===== src/rtl/regfile_writeback_arbiter_if.sv =====
// Writeback bus between the two writeback sources, the issue stage and the
// register-file write port. slave is the arbiter's view; master is the
// surrounding pipeline.
interface regfile_writeback_arbiter_if #(
   parameter int DATA_WIDTH = 64,
   parameter int ADDR_WIDTH = 5
);
   logic                      src0_valid;
   logic                      src0_ready;
   logic [ADDR_WIDTH-1:0]     src0_address;
   logic [DATA_WIDTH-1:0]     src0_data;
   logic                      src1_valid;
   logic                      src1_ready;
   logic [ADDR_WIDTH-1:0]     src1_address;
   logic [DATA_WIDTH-1:0]     src1_data;
   logic                      rsv_valid;
   logic [ADDR_WIDTH-1:0]     rsv_address;
   logic [ADDR_WIDTH-1:0]     select_a;
   logic [ADDR_WIDTH-1:0]     select_b;
   logic                      hazard_a;
   logic                      hazard_b;
   logic                      rf_write;
   logic [ADDR_WIDTH-1:0]     rf_address;
   logic [DATA_WIDTH-1:0]     rf_data_in;
   logic [2**ADDR_WIDTH-1:0]  pending;

   modport slave (
      input  src0_valid, src0_address, src0_data,
      input  src1_valid, src1_address, src1_data,
      input  rsv_valid, rsv_address, select_a, select_b,
      output src0_ready, src1_ready, hazard_a, hazard_b,
      output rf_write, rf_address, rf_data_in, pending
   );

   modport master (
      output src0_valid, src0_address, src0_data,
      output src1_valid, src1_address, src1_data,
      output rsv_valid, rsv_address, select_a, select_b,
      input  src0_ready, src1_ready, hazard_a, hazard_b,
      input  rf_write, rf_address, rf_data_in, pending
   );
endinterface


===== src/rtl/regfile_writeback_arbiter.sv =====
// Round-robin arbiter sharing the register-file write port between the ALU
// (src0) and load (src1) writeback paths, with a pending-write scoreboard
// that flags read hazards for the issue stage.
module regfile_writeback_arbiter #(
   parameter int DATA_WIDTH = 64,
   parameter int ADDR_WIDTH = 5,
   parameter int ZERO_REG   = 31
) (
   input logic                        clock,
   input logic                        reset,
   regfile_writeback_arbiter_if.slave bus
);

   localparam int NUM_REGS = 2**ADDR_WIDTH;
   localparam logic [ADDR_WIDTH-1:0] ZERO_ADDR = ADDR_WIDTH'(ZERO_REG);

   typedef enum logic {PRI_SRC0, PRI_SRC1} prio_e;

   prio_e                  prio_q, prio_d;
   logic                   grant0, grant1;
   logic [ADDR_WIDTH-1:0]  winAddress;
   logic [DATA_WIDTH-1:0]  winData;
   logic                   winWrites;
   logic                   rfWrite_q, rfWrite_d;
   logic [ADDR_WIDTH-1:0]  rfAddress_q, rfAddress_d;
   logic [DATA_WIDTH-1:0]  rfData_q, rfData_d;
   logic [NUM_REGS-1:0]    pending_q, pending_d;

   // Grant decision and priority pointer update; the pointer only moves on a grant.
   always_comb begin
      grant0 = 1'b0;
      grant1 = 1'b0;
      prio_d = prio_q;
      if (bus.src0_valid && bus.src1_valid) begin
         if (prio_q == PRI_SRC0) begin
            grant0 = 1'b1;
         end else begin
            grant1 = 1'b1;
         end
      end else begin
         grant0 = bus.src0_valid;
         grant1 = bus.src1_valid;
      end
      if (grant0) begin
         prio_d = PRI_SRC1;
      end else if (grant1) begin
         prio_d = PRI_SRC0;
      end
   end

   // Select the winning request; writes to the zero register are accepted but dropped.
   always_comb begin
      winAddress = grant1 ? bus.src1_address : bus.src0_address;
      winData    = grant1 ? bus.src1_data    : bus.src0_data;
      winWrites  = (grant0 || grant1) && (winAddress != ZERO_ADDR);
   end

   // Next write-port contents; address and data hold while no write is presented.
   always_comb begin
      rfWrite_d   = winWrites;
      rfAddress_d = rfAddress_q;
      rfData_d    = rfData_q;
      if (winWrites) begin
         rfAddress_d = winAddress;
         rfData_d    = winData;
      end
   end

   // Scoreboard next state: clear on completion first so a same-cycle reservation wins.
   always_comb begin
      pending_d = pending_q;
      if (winWrites) begin
         pending_d[winAddress] = 1'b0;
      end
      if (bus.rsv_valid && (bus.rsv_address != ZERO_ADDR)) begin
         pending_d[bus.rsv_address] = 1'b1;
      end
   end

   // State registers; reset drops any in-flight write and all reservations.
   always_ff @(posedge clock or negedge reset) begin
      if (!reset) begin
         prio_q      <= PRI_SRC0;
         rfWrite_q   <= 1'b0;
         rfAddress_q <= '0;
         rfData_q    <= '0;
         pending_q   <= '0;
      end else begin
         prio_q      <= prio_d;
         rfWrite_q   <= rfWrite_d;
         rfAddress_q <= rfAddress_d;
         rfData_q    <= rfData_d;
         pending_q   <= pending_d;
      end
   end

   assign bus.src0_ready = grant0;
   assign bus.src1_ready = grant1;
   assign bus.rf_write   = rfWrite_q;
   assign bus.rf_address = rfAddress_q;
   assign bus.rf_data_in = rfData_q;
   assign bus.pending    = pending_q;
   assign bus.hazard_a   = pending_q[bus.select_a] && (bus.select_a != ZERO_ADDR);
   assign bus.hazard_b   = pending_q[bus.select_b] && (bus.select_b != ZERO_ADDR);

endmodule


===== src/flat_wrapper.sv =====
// flat-port wrapper written by rule: the top's interface ports become plain ports
module regfile_writeback_arbiter_flat 
#(
   parameter int DATA_WIDTH = 64,
   parameter int ADDR_WIDTH = 5,
   parameter int ZERO_REG   = 31
)
  (clock, reset, bus_src0_valid, bus_src0_address, bus_src0_data, bus_src1_valid, bus_src1_address, bus_src1_data, bus_rsv_valid, bus_rsv_address, bus_select_a, bus_select_b, bus_src0_ready, bus_src1_ready, bus_hazard_a, bus_hazard_b, bus_rf_write, bus_rf_address, bus_rf_data_in, bus_pending);
  regfile_writeback_arbiter_if #(.DATA_WIDTH(DATA_WIDTH), .ADDR_WIDTH(ADDR_WIDTH)) bus_i ();
  input logic clock;
  input logic reset;
  input wire logic [$bits(bus_i.src0_valid)-1:0] bus_src0_valid;
  input wire logic [$bits(bus_i.src0_address)-1:0] bus_src0_address;
  input wire logic [$bits(bus_i.src0_data)-1:0] bus_src0_data;
  input wire logic [$bits(bus_i.src1_valid)-1:0] bus_src1_valid;
  input wire logic [$bits(bus_i.src1_address)-1:0] bus_src1_address;
  input wire logic [$bits(bus_i.src1_data)-1:0] bus_src1_data;
  input wire logic [$bits(bus_i.rsv_valid)-1:0] bus_rsv_valid;
  input wire logic [$bits(bus_i.rsv_address)-1:0] bus_rsv_address;
  input wire logic [$bits(bus_i.select_a)-1:0] bus_select_a;
  input wire logic [$bits(bus_i.select_b)-1:0] bus_select_b;
  output wire logic [$bits(bus_i.src0_ready)-1:0] bus_src0_ready;
  output wire logic [$bits(bus_i.src1_ready)-1:0] bus_src1_ready;
  output wire logic [$bits(bus_i.hazard_a)-1:0] bus_hazard_a;
  output wire logic [$bits(bus_i.hazard_b)-1:0] bus_hazard_b;
  output wire logic [$bits(bus_i.rf_write)-1:0] bus_rf_write;
  output wire logic [$bits(bus_i.rf_address)-1:0] bus_rf_address;
  output wire logic [$bits(bus_i.rf_data_in)-1:0] bus_rf_data_in;
  output wire logic [$bits(bus_i.pending)-1:0] bus_pending;
  assign bus_i.src0_valid = bus_src0_valid;
  assign bus_i.src0_address = bus_src0_address;
  assign bus_i.src0_data = bus_src0_data;
  assign bus_i.src1_valid = bus_src1_valid;
  assign bus_i.src1_address = bus_src1_address;
  assign bus_i.src1_data = bus_src1_data;
  assign bus_i.rsv_valid = bus_rsv_valid;
  assign bus_i.rsv_address = bus_rsv_address;
  assign bus_i.select_a = bus_select_a;
  assign bus_i.select_b = bus_select_b;
  assign bus_src0_ready = bus_i.src0_ready;
  assign bus_src1_ready = bus_i.src1_ready;
  assign bus_hazard_a = bus_i.hazard_a;
  assign bus_hazard_b = bus_i.hazard_b;
  assign bus_rf_write = bus_i.rf_write;
  assign bus_rf_address = bus_i.rf_address;
  assign bus_rf_data_in = bus_i.rf_data_in;
  assign bus_pending = bus_i.pending;
  regfile_writeback_arbiter #(.DATA_WIDTH(DATA_WIDTH), .ADDR_WIDTH(ADDR_WIDTH), .ZERO_REG(ZERO_REG)) u_core (.clock(clock), .reset(reset), .bus(bus_i));
endmodule

===== config.mk =====
export PLATFORM = sky130hd
export DESIGN_NAME = regfile_writeback_arbiter_flat
export DESIGN_NICKNAME = d
export VERILOG_FILES = /design/src/rtl/regfile_writeback_arbiter_if.sv /design/src/rtl/regfile_writeback_arbiter.sv /design/src/flat_wrapper.sv
export SDC_FILE = /design/constraint.sdc
export NUM_CORES = 1
export LEC_CHECK = 0
export ABC_AREA = 1
export CORE_MARGIN = 3
export CORE_UTILIZATION = 39
export DETAILED_ROUTE_END_ITERATION = 6
export PLACE_DENSITY = 0.75
export SLEW_MARGIN = 40
export SYNTH_ARGS = -nofsm -noshare
export SYNTH_HDL_FRONTEND = slang
export SYNTH_SLANG_ARGS = --single-unit

===== constraint.sdc =====
create_clock -name clock -period 1.5 [get_ports clock]
set_input_delay 0.3 -clock clock [delete_from_list [all_inputs] [get_ports clock]]
set_output_delay 0.3 -clock clock [all_outputs]
set_load 0.005 [all_outputs]

==> run_1/pdn.png <==
Drawn at 4 px/um. Pins as bars on the die edge.
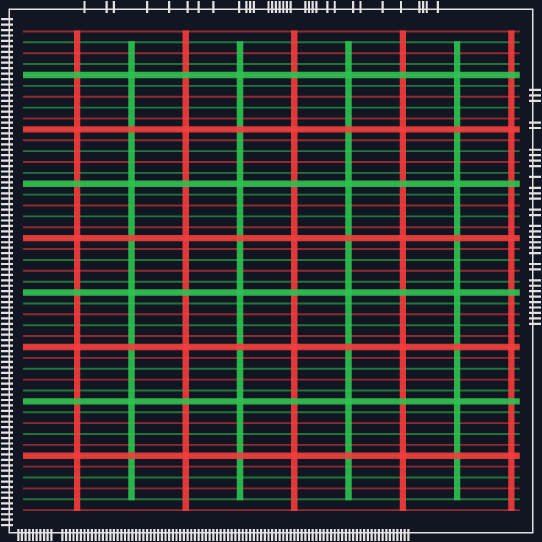
green -> VDD
red -> VSS
met5 straps = 8
met4 straps = 9
signal pins = 264
rows = 44
met1 rails = 45
Die Span X: 130 um
die boundary height: 130 um
maximum resistive drop on vdd: 0.683 mV
floorplan core area: 14900 um^2

==> run_1/final_congestion.png <==
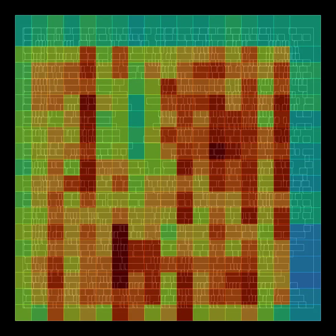
met3 usage: 7.24%
total routing resource utilization after global routing: 30.9%

==> run_1/met4.png <==
Drawn at 3 px/um.
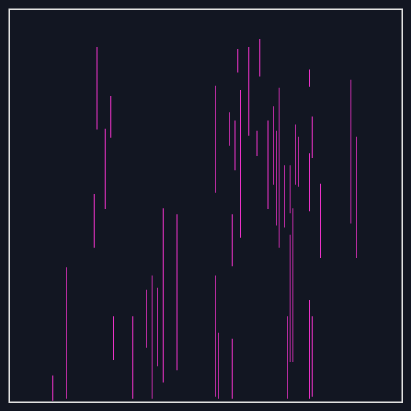
nets with wire on the layer = 40
longest straight run = 57.8 um
via count: 7847
total length of routed wires: 28.5 mm

==> git commit body, run 1 <==
Store results of the implementation flow

- In the final report, the number of endpoints failing setup comes to 104.
* Path category of the worst min-delay check: input pin to asynchronous set/reset pin
* CTS clk-pin slew, worst paths: about 0.080 ns
* Number of buffers created by CTS: 9
- The flow reports that sequential cells draw ~33% of the design power.
* Result of the run: finished, violations left
- Worst reg2reg path startpoint: u_core.prio_q
- Switching share of power: between 30% and 40%
- Per the OpenROAD power report, switching power amounts to just under 4 mW.
- Number of nets in the synthesized netlist: 1073
- Max Buffers Root-to-Sink: 2
- Per the GRT congestion report, total overflow comes to 0.
- Count of tool warnings: 29
- Late-Pin Clk Latency: about 0.36 ns
- Data required, critical path: between 1.5 and 2 ns
- Yosys top cell area share: a little over two fifths
* Dpl cell area: ~9700 um^2
- Logged for this run, the post-placement worst setup slack is -0.864 ns.
- In this run the post-CTS setup repair buffer count came out at 31.
- In the post-route analysis, the smallest setup slack over all paths is -0.419 ns.
- Violated checks: setup timing
* Chip area: 17000 um^2
* Post-synthesis sequential area ratio: approximately 43%
-- run 1: power groups by stage --
stage,clock network [mW],logic (mW),registers (mW)
floorplan,0,1.33,3.73
global placement,0,4.04,3.70
detailed placement,0,4.08,3.71
CTS,2.78,4.32,3.67
global route,2.93,5.23,3.82
finish,2.79,4.87,3.78
-- run 1: critical path: stages (launching register included) --
cell	delay [ns]
dfrtp_1	0.41
inv_2	0.09
nand2_4	0.06
nand2_4	0.10
buf_6	0.14
nand2_4	0.06
nand2_4	0.07
nand2_4	0.08
nor2_8	0.14
nand2_8	0.07
buf_12	0.15
buf_12	0.13
nand2_8	0.08
buf_6	0.14
nand2_2	0.06
nand2_1	0.06
-- run 1: final cells by class --
type | count | share of cell area (%)
antenna | 1 | 0.0212
clock buffer | 11 | 2.06
clock inverter | 5 | 0.880
inverter | 68 | 2.52
multi-input combinational | 698 | 34.5
sequential | 103 | 21.9
tap | 184 | 1.95
timing repair buffer | 417 | 36.2
timing repair inverter | 1 | 0.0318
-- run 1: final timing paths --
kind | to | slack [ns] | cells past startpoint
worst min register to register | u_core.bus.rf_data_in[0] | 0.48 | 2
worst max register to register | u_core.bus.rf_data_in[51] | -0.42 | 15
worst max-delay path | u_core.bus.rf_data_in[51] | -0.42 | 15
worst min-delay path | u_core.bus.rf_write | 0.28 | 2
max in group asynchronous | u_core.bus.rf_data_in[39] | 0.68 | 3
min in group clock | u_core.bus.rf_data_in[0] | 0.48 | 2
-- run 1: synthesized netlist by cell type (all sizes together) --
master and n:
o211ai 14, inv 65, a21oi 1, clkinv 3
nand3b 1, a31oi 1, buf 27, dfrtp 103
nor3 1, nand3 116, nor2 19, o21ai 13
nand4 3, nand2 524, clkbuf 21, nor4 3
-- run 1: layer usage --
layer  track usage (%)  vias to the layer above
met3              7.24                       91
met5                 0                        -
met4              12.1                        0
met1              36.7                     3704
met2              54.2                      437
li1                  -                     3615
-- run 1: sequential cells by signal, summed over array words and instances, names as in the netlist --
name / cells
u_core.bus.rf_address: 5
u_core.bus.rf_write: 1
u_core.bus.rf_data_in: 64
u_core.prio_q: 1
u_core.bus.pending: 32
-- run 1: through the flow --
step                std cells  setup TNS (ns)  hold slack (ns)
floorplan                 915          -0.735          0.00441
detailed placement       1416          -56.00            0.131
global route             1487          -38.05            0.301
finish                   1488          -31.90            0.283
CTS                      1476          -23.98            0.289
global placement         1416          -53.22            0.128
-- run 1: logic make-up (layout without fill, tap and decap cells) --
kind of cell	count (synthesis)	count (layout)	synth area share, %
AND-OR/OR-AND	29	29	3.44
other	0	1	0
AND/OR/NAND/NOR	667	669	45.5
buffers and inverters	116	502	8.43
flip-flops	103	103	42.7
-- run 1: placed cells by master, fill, tap and decap left out, types with 4 or more instances in the layout --
cell,count
buf_6,35
nand3_4,8
clkbuf_2,5
nor2_1,11
nand2_2,93
inv_2,6
o21ai_2,6
inv_1,51
nor2_4,5
buf_4,84
buf_2,4
inv_4,5
clkbuf_16,12
nand2_1,379
clkdlybuf4s50_1,148
buf_8,7
clkdlybuf4s15_1,4
dlygate4sd2_1,95
nand3_2,63
dfrtp_1,101
nand2_4,49
nand3_1,45
o211ai_1,14
nand2_8,5
buf_16,5
buf_12,24
==> run 1 -> run 2 <==
Settings changed: MAX_ROUTING_LAYER from default to met4.
==> run_2/pdn.png <==
Drawn at 4 px/um. Pins as bars on the die edge.
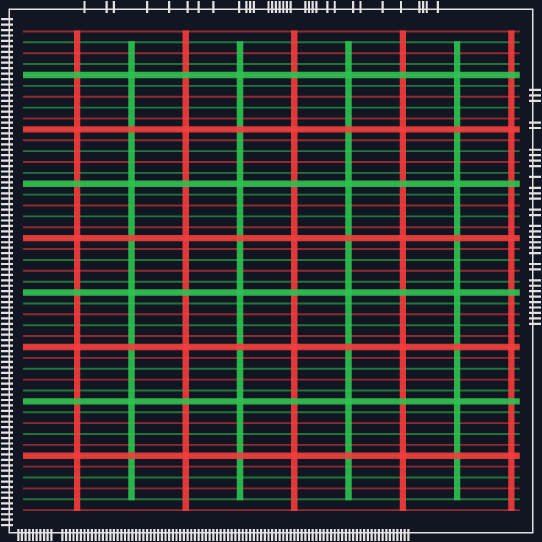
maximum resistive drop on vdd: 0.849 mV

==> git commit body, run 2 <==
Store results of the implementation flow

- The area of the placeable core was 14900 um^2 (unchanged).
* Worst reg2reg path startpoint: u_core.prio_q
- Count of tool warnings: 29 (unchanged)
- The smallest setup slack after layout was -0.349 ns (+0.0700 ns).
- Number of nets in the synthesized netlist: 1073 (unchanged)
* Post-synth top cells: 516 x nand2_1, 116 x nand3_1, 103 x dfrtp_1, 64 x inv_1, 21 x clkbuf_1
- The total track usage came to 31.7% (+0.79 points).
- The run finished, with violations left.
- Async set-reset flop share out of synthesis: 100% (unchanged)
- Post-synth tally of flip-flops with integrated enable: 0 (unchanged)
- The required time at the worst-slack endpoint came to 1.75 ns (-0.05 ns).
* Most used logic cell in the final layout: nand2_1
* Setup TNS after final layout: -23.61 ns (+8.30 ns)
- Post-synth top flop: dfrtp_1
- Top logic cells by instance count in the layout: 452 x nand2_1, 147 x clkdlybuf4s50_1, 103 x dfrtp_1
* Most common cell in the netlist: nand2_1
- The clock latency reported for the late side of the worst-skew pair is 0.36 ns (about the same).
- Number of buffers created by CTS: 9 (unchanged)
- The final tally of setup violations was 106 (+1.9%).
* Violated checks: setup timing
- The worst-case clock buffer depth is 2 (unchanged).
- The total routed wirelength was 26.3 mm (-7.7%).
==> run 2: cell count changes in the layout (fill, tap and decap cells not counted), moves of 10 or more <==
cell,change
inv_2,+11
nand2_1,+73
nand2_4,-29
nand2_2,-43
nand3_2,-18
nand3_1,+21
buf_6,-10
==> run 2: through the flow <==
stage	area, um^2	hold slack (ns)	setup slack [ns]	utilization [%]	power [mW]
2_1_floorplan	6100	0.00441	-0.0855	-	5.05
3_3_place_gp	9700	0.129	-0.858	65.2	7.77
3_5_place_dp	9700	0.130	-0.885	65.2	7.79
4_1_cts	10900	0.285	-0.313	73.5	10.2
5_1_grt	11200	0.301	-0.418	75.1	11.1
6_report	11200	0.286	-0.349	75.1	10.6
==> run 2: cell families after synthesis <==
| kind of cell | Yosys count | share of synthesized area (%) |
|---|---|---|
| flip-flops | 103 | 42.7 |
| buffers and inverters | 116 | 8.43 |
| AND-OR/OR-AND | 29 | 3.44 |
| AND/OR/NAND/NOR | 667 | 45.5 |
==> run 2: cell type report <==
type,instances,share of cell area [%]
repair buffers,413,37.7
multi-input cells,697,32.1
flip-flops and latches,103,23.1
inverters,68,2.55
well taps,184,2.06
clock buffers,10,2.05
clock inverters,6,0.393
diodes,2,0.0449
repair inverters,1,0.0336
==> run 2: repair_timing <==
item / CTS / global route
hold buffers: 1 / 0
buffers inserted: 33 / 11
pin swaps: 40 / 49
resized: 278 / 103
endpoints found under the setup margin: 207 / 112
cloned: 14 / 0
endpoints found under the hold margin: 22 / 0
==> run 2: path summary, 6_finish.rpt <==
kind / cells past startpoint / slack (ns) / end
min in group clock: 2 / 0.47 / u_core.bus.rf_data_in[12]
max in group asynchronous: 3 / 0.70 / u_core.bus.rf_data_in[25]
max reg2reg: 13 / -0.35 / u_core.bus.rf_data_in[58]
min reg2reg: 2 / 0.47 / u_core.bus.rf_data_in[12]
max: 13 / -0.35 / u_core.bus.rf_data_in[58]
min: 2 / 0.29 / u_core.bus.rf_write
==> run 2: metal layers <==
metal | vias to the layer above | share of wire [%] | GRT usage [%]
met5 | - | 0 | -
met4 | 0 | 3.6 | 13.4
met3 | 69 | 8.5 | 7.24
met2 | 372 | 50 | 53.1
met1 | 3445 | 38 | 36.7
li1 | 3596 | - | -
==> run 2: critical path, stage by stage (launching register included) <==
cell,delay [ns]
dfrtp_1,0.40
inv_2,0.09
nand2_4,0.06
nand2_4,0.08
buf_6,0.14
nand2_4,0.05
nand2_4,0.06
nand2_4,0.07
nor2_8,0.15
nand2_8,0.09
buf_8,0.16
bufbuf_16,0.27
nand3_2,0.05
nand2_1,0.06
==> run 2: report_power, final <==
part	switching (mW)	internal [mW]
Combinational	2.16	2.44
Sequential	0.383	3.30
Clock	1.14	1.14
Total	3.68	6.88
==> run 2 -> run 3 <==
Settings changed: PLACE_DENSITY 0.75 to 0.78.
==> run_3/clock_map.png <==
Drawn at 4 px/um.
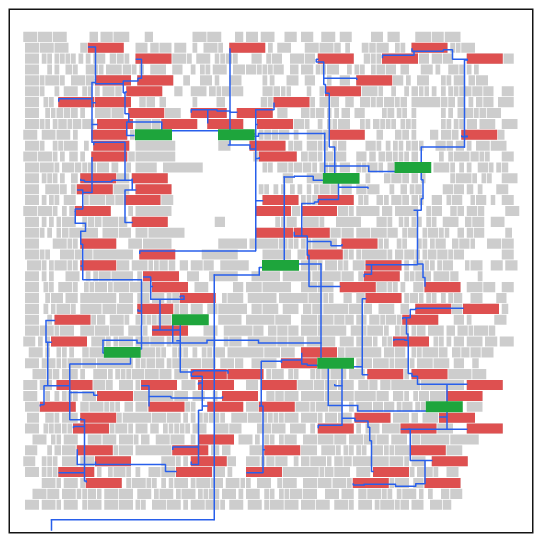
blue -> clock wires  # length 1460 um
red -> flip-flops  # count 103
green -> cells driving clock nets  # count 9
flops lie = all over the die
routed clock nets = 10

==> git commit body, run 3 <==
Store results of the implementation flow

- Final weighted congestion in routability-driven placement: roughly 0.93
- Total length of routed wires: 28.7 mm (+9.3%)
- Post-synthesis cell area: 6040 um^2
- Via count: between 8000 and 9000
- The worst-case clock buffer depth is 2 (unchanged).
* Result of the run: finished, violations left
- Depth of the worst register-to-register path: 15 (+2)
- The number of nets in the synthesized netlist was 1073 (unchanged).
- The routed design shows a via density per instance of between 5 and 6.
- The worst supply voltage drop on vdd was 0.687 mV (-19%).
- The count of flip-flops with a built-in enable after synthesis came to 0 (unchanged).
- Async set-reset flop share out of synthesis: 100% (unchanged)
* Floorplan core area: 14900 um^2 (unchanged)
* Count of tool warnings: 29 (unchanged)
- The post-route cell area is 11600 um^2 (+4.1%).
- Pwr Total: 11.3 mW (+7.0%)
* Register area: approximately 2600 um^2
* Fraction of final layout cells with drive strength greater than 1: 30.0%
- The smallest setup slack after layout came to -0.400 ns (-0.0503 ns).
- The average instance in the mapped netlist occupies about 6.6 um^2.
* Total routing resource utilization after global routing: 29.3% (-2.4 points)
- Count of routing violations after the opening detailed-route iteration: around 800
* Post-synth top cells: 516 x nand2_1, 116 x nand3_1, 103 x dfrtp_1, 64 x inv_1, 21 x clkbuf_1
* Most used logic cell in the final layout: nand2_1
* Data required, critical path: 1.81 ns (+0.06 ns)
- HPWL Detailed: between 15 and 20 mm
* Dpl cell area: 9600 um^2 (-0.98%)
- Yosys Warn Count: 0
- Late-Pin Clk Latency: 0.37 ns (about the same)
- nand2_1 is the most common cell in the netlist.
- By instance count after routing, the leading logic cell types are 416 x nand2_1, 148 x clkdlybuf4s50_1, 101 x dfrtp_1.
- Post-synth top flop: dfrtp_1
- Yosys top cell area share: around 43%
- The pre-antenna-repair detailed-routing pass consisted of 7 iterations.
* Detail-routed net length per standard cell: ~19 um
- Fin. max-slew vios: 0
- The number of buffers inserted during clock tree synthesis was 9 (unchanged).
- The final tally of setup violations was 108 (+1.9%).
- Violated checks: setup timing
- Final hold slack: 0.303 ns (+0.0169 ns)
==> run 3: cell count changes in the layout (fill, tap and decap cells not counted), moves of 3 or more <==
cell,previous run,this run
buf_12,24,21
buf_4,89,85
inv_2,17,10
nand2_2,50,73
bufbuf_16,3,0
inv_1,42,45
inv_4,4,8
buf_6,25,43
nand2_4,20,31
nand2_1,452,416
clkbuf_16,9,19
==> run 3: what timing repair did <==
item / in CTS / in global routing
gates resized: 262 / 190
hold buffers: 1 / 0
hold endpoints to repair: 45 / 0
setup buffers: 39 / 19
endpoints found under the setup margin: 207 / 113
gates cloned: 7 / 13
pin swaps: 46 / 71
==> run 3: kinds of logic (layout without fill, tap and decap cells) <==
family | Yosys count | count (layout) | synth area share, %
simple gates | 667 | 667 | 45.5
buf+inv | 116 | 513 | 8.43
flops | 103 | 103 | 42.7
compound gates | 29 | 29 | 3.44
other cells | 0 | 1 | 0
==> run 3: final cells by class <==
cell class | instances | share of cell area (%)
antenna | 1 | 0.0215
clock inverter | 6 | 0.883
sequential | 103 | 22.2
inverter | 68 | 2.56
timing repair inverter | 1 | 0.0431
timing repair buffer | 428 | 38.2
multi-input combinational | 696 | 32.1
clock buffer | 10 | 1.97
tap | 184 | 1.98
==> run 3: final timing paths <==
path                                            from                         to  slack (ns)
max                                    u_core.prio_q  u_core.bus.rf_data_in[32]       -0.40
min                                            reset  u_core.bus.rf_data_in[54]        0.30
max reg2reg                            u_core.prio_q  u_core.bus.rf_data_in[32]       -0.40
min reg2reg                u_core.bus.rf_data_in[14]  u_core.bus.rf_data_in[14]        0.49
max in group asynchronous                      reset  u_core.bus.rf_data_in[12]        0.69
min in group clock         u_core.bus.rf_data_in[14]  u_core.bus.rf_data_in[14]        0.49
==> run 3: per-stage QoR <==
| stage | setup slack [ns] | util, % | setup TNS [ns] |
|---|---|---|---|
| 5_1_grt | -0.486 | 78.1 | -39.74 |
| 4_1_cts | -0.301 | 70.9 | -20.87 |
| 2_1_floorplan | -0.0855 | - | -0.735 |
| 3_5_place_dp | -0.886 | 64.6 | -57.10 |
| 6_report | -0.400 | 78.1 | -30.77 |
| 3_3_place_gp | -0.876 | 64.6 | -55.61 |
==> run 3: report_power, final <==
group	switching [mW]	internal [mW]
Combinational	2.28	2.56
Clock	1.20	1.50
Sequential	0.451	3.30
==> run 3: critical path: stages (launching register included) <==
cell and delay [ns]:
dfrtp_1 0.40, inv_2 0.09, nand2_4 0.07, nand2_8 0.10
buf_6 0.11, nand2_2 0.05, nand2_2 0.10, nand2_4 0.08
nor2_8 0.15, nand2_8 0.09, nand2_8 0.08, buf_12 0.14
buf_12 0.12, buf_16 0.12, nand2_4 0.04, nand2_1 0.08
==> run 3: layer usage <==
layer	up-vias	global-route usage [%]	share of wire, %
li1	3628	-	-
met1	3740	34.3	36
met2	512	49.7	50
met3	122	8.50	9.1
met4	0	7.44	4.9
met5	-	-	0
Power is estimated from default activity; no workload was simulated.
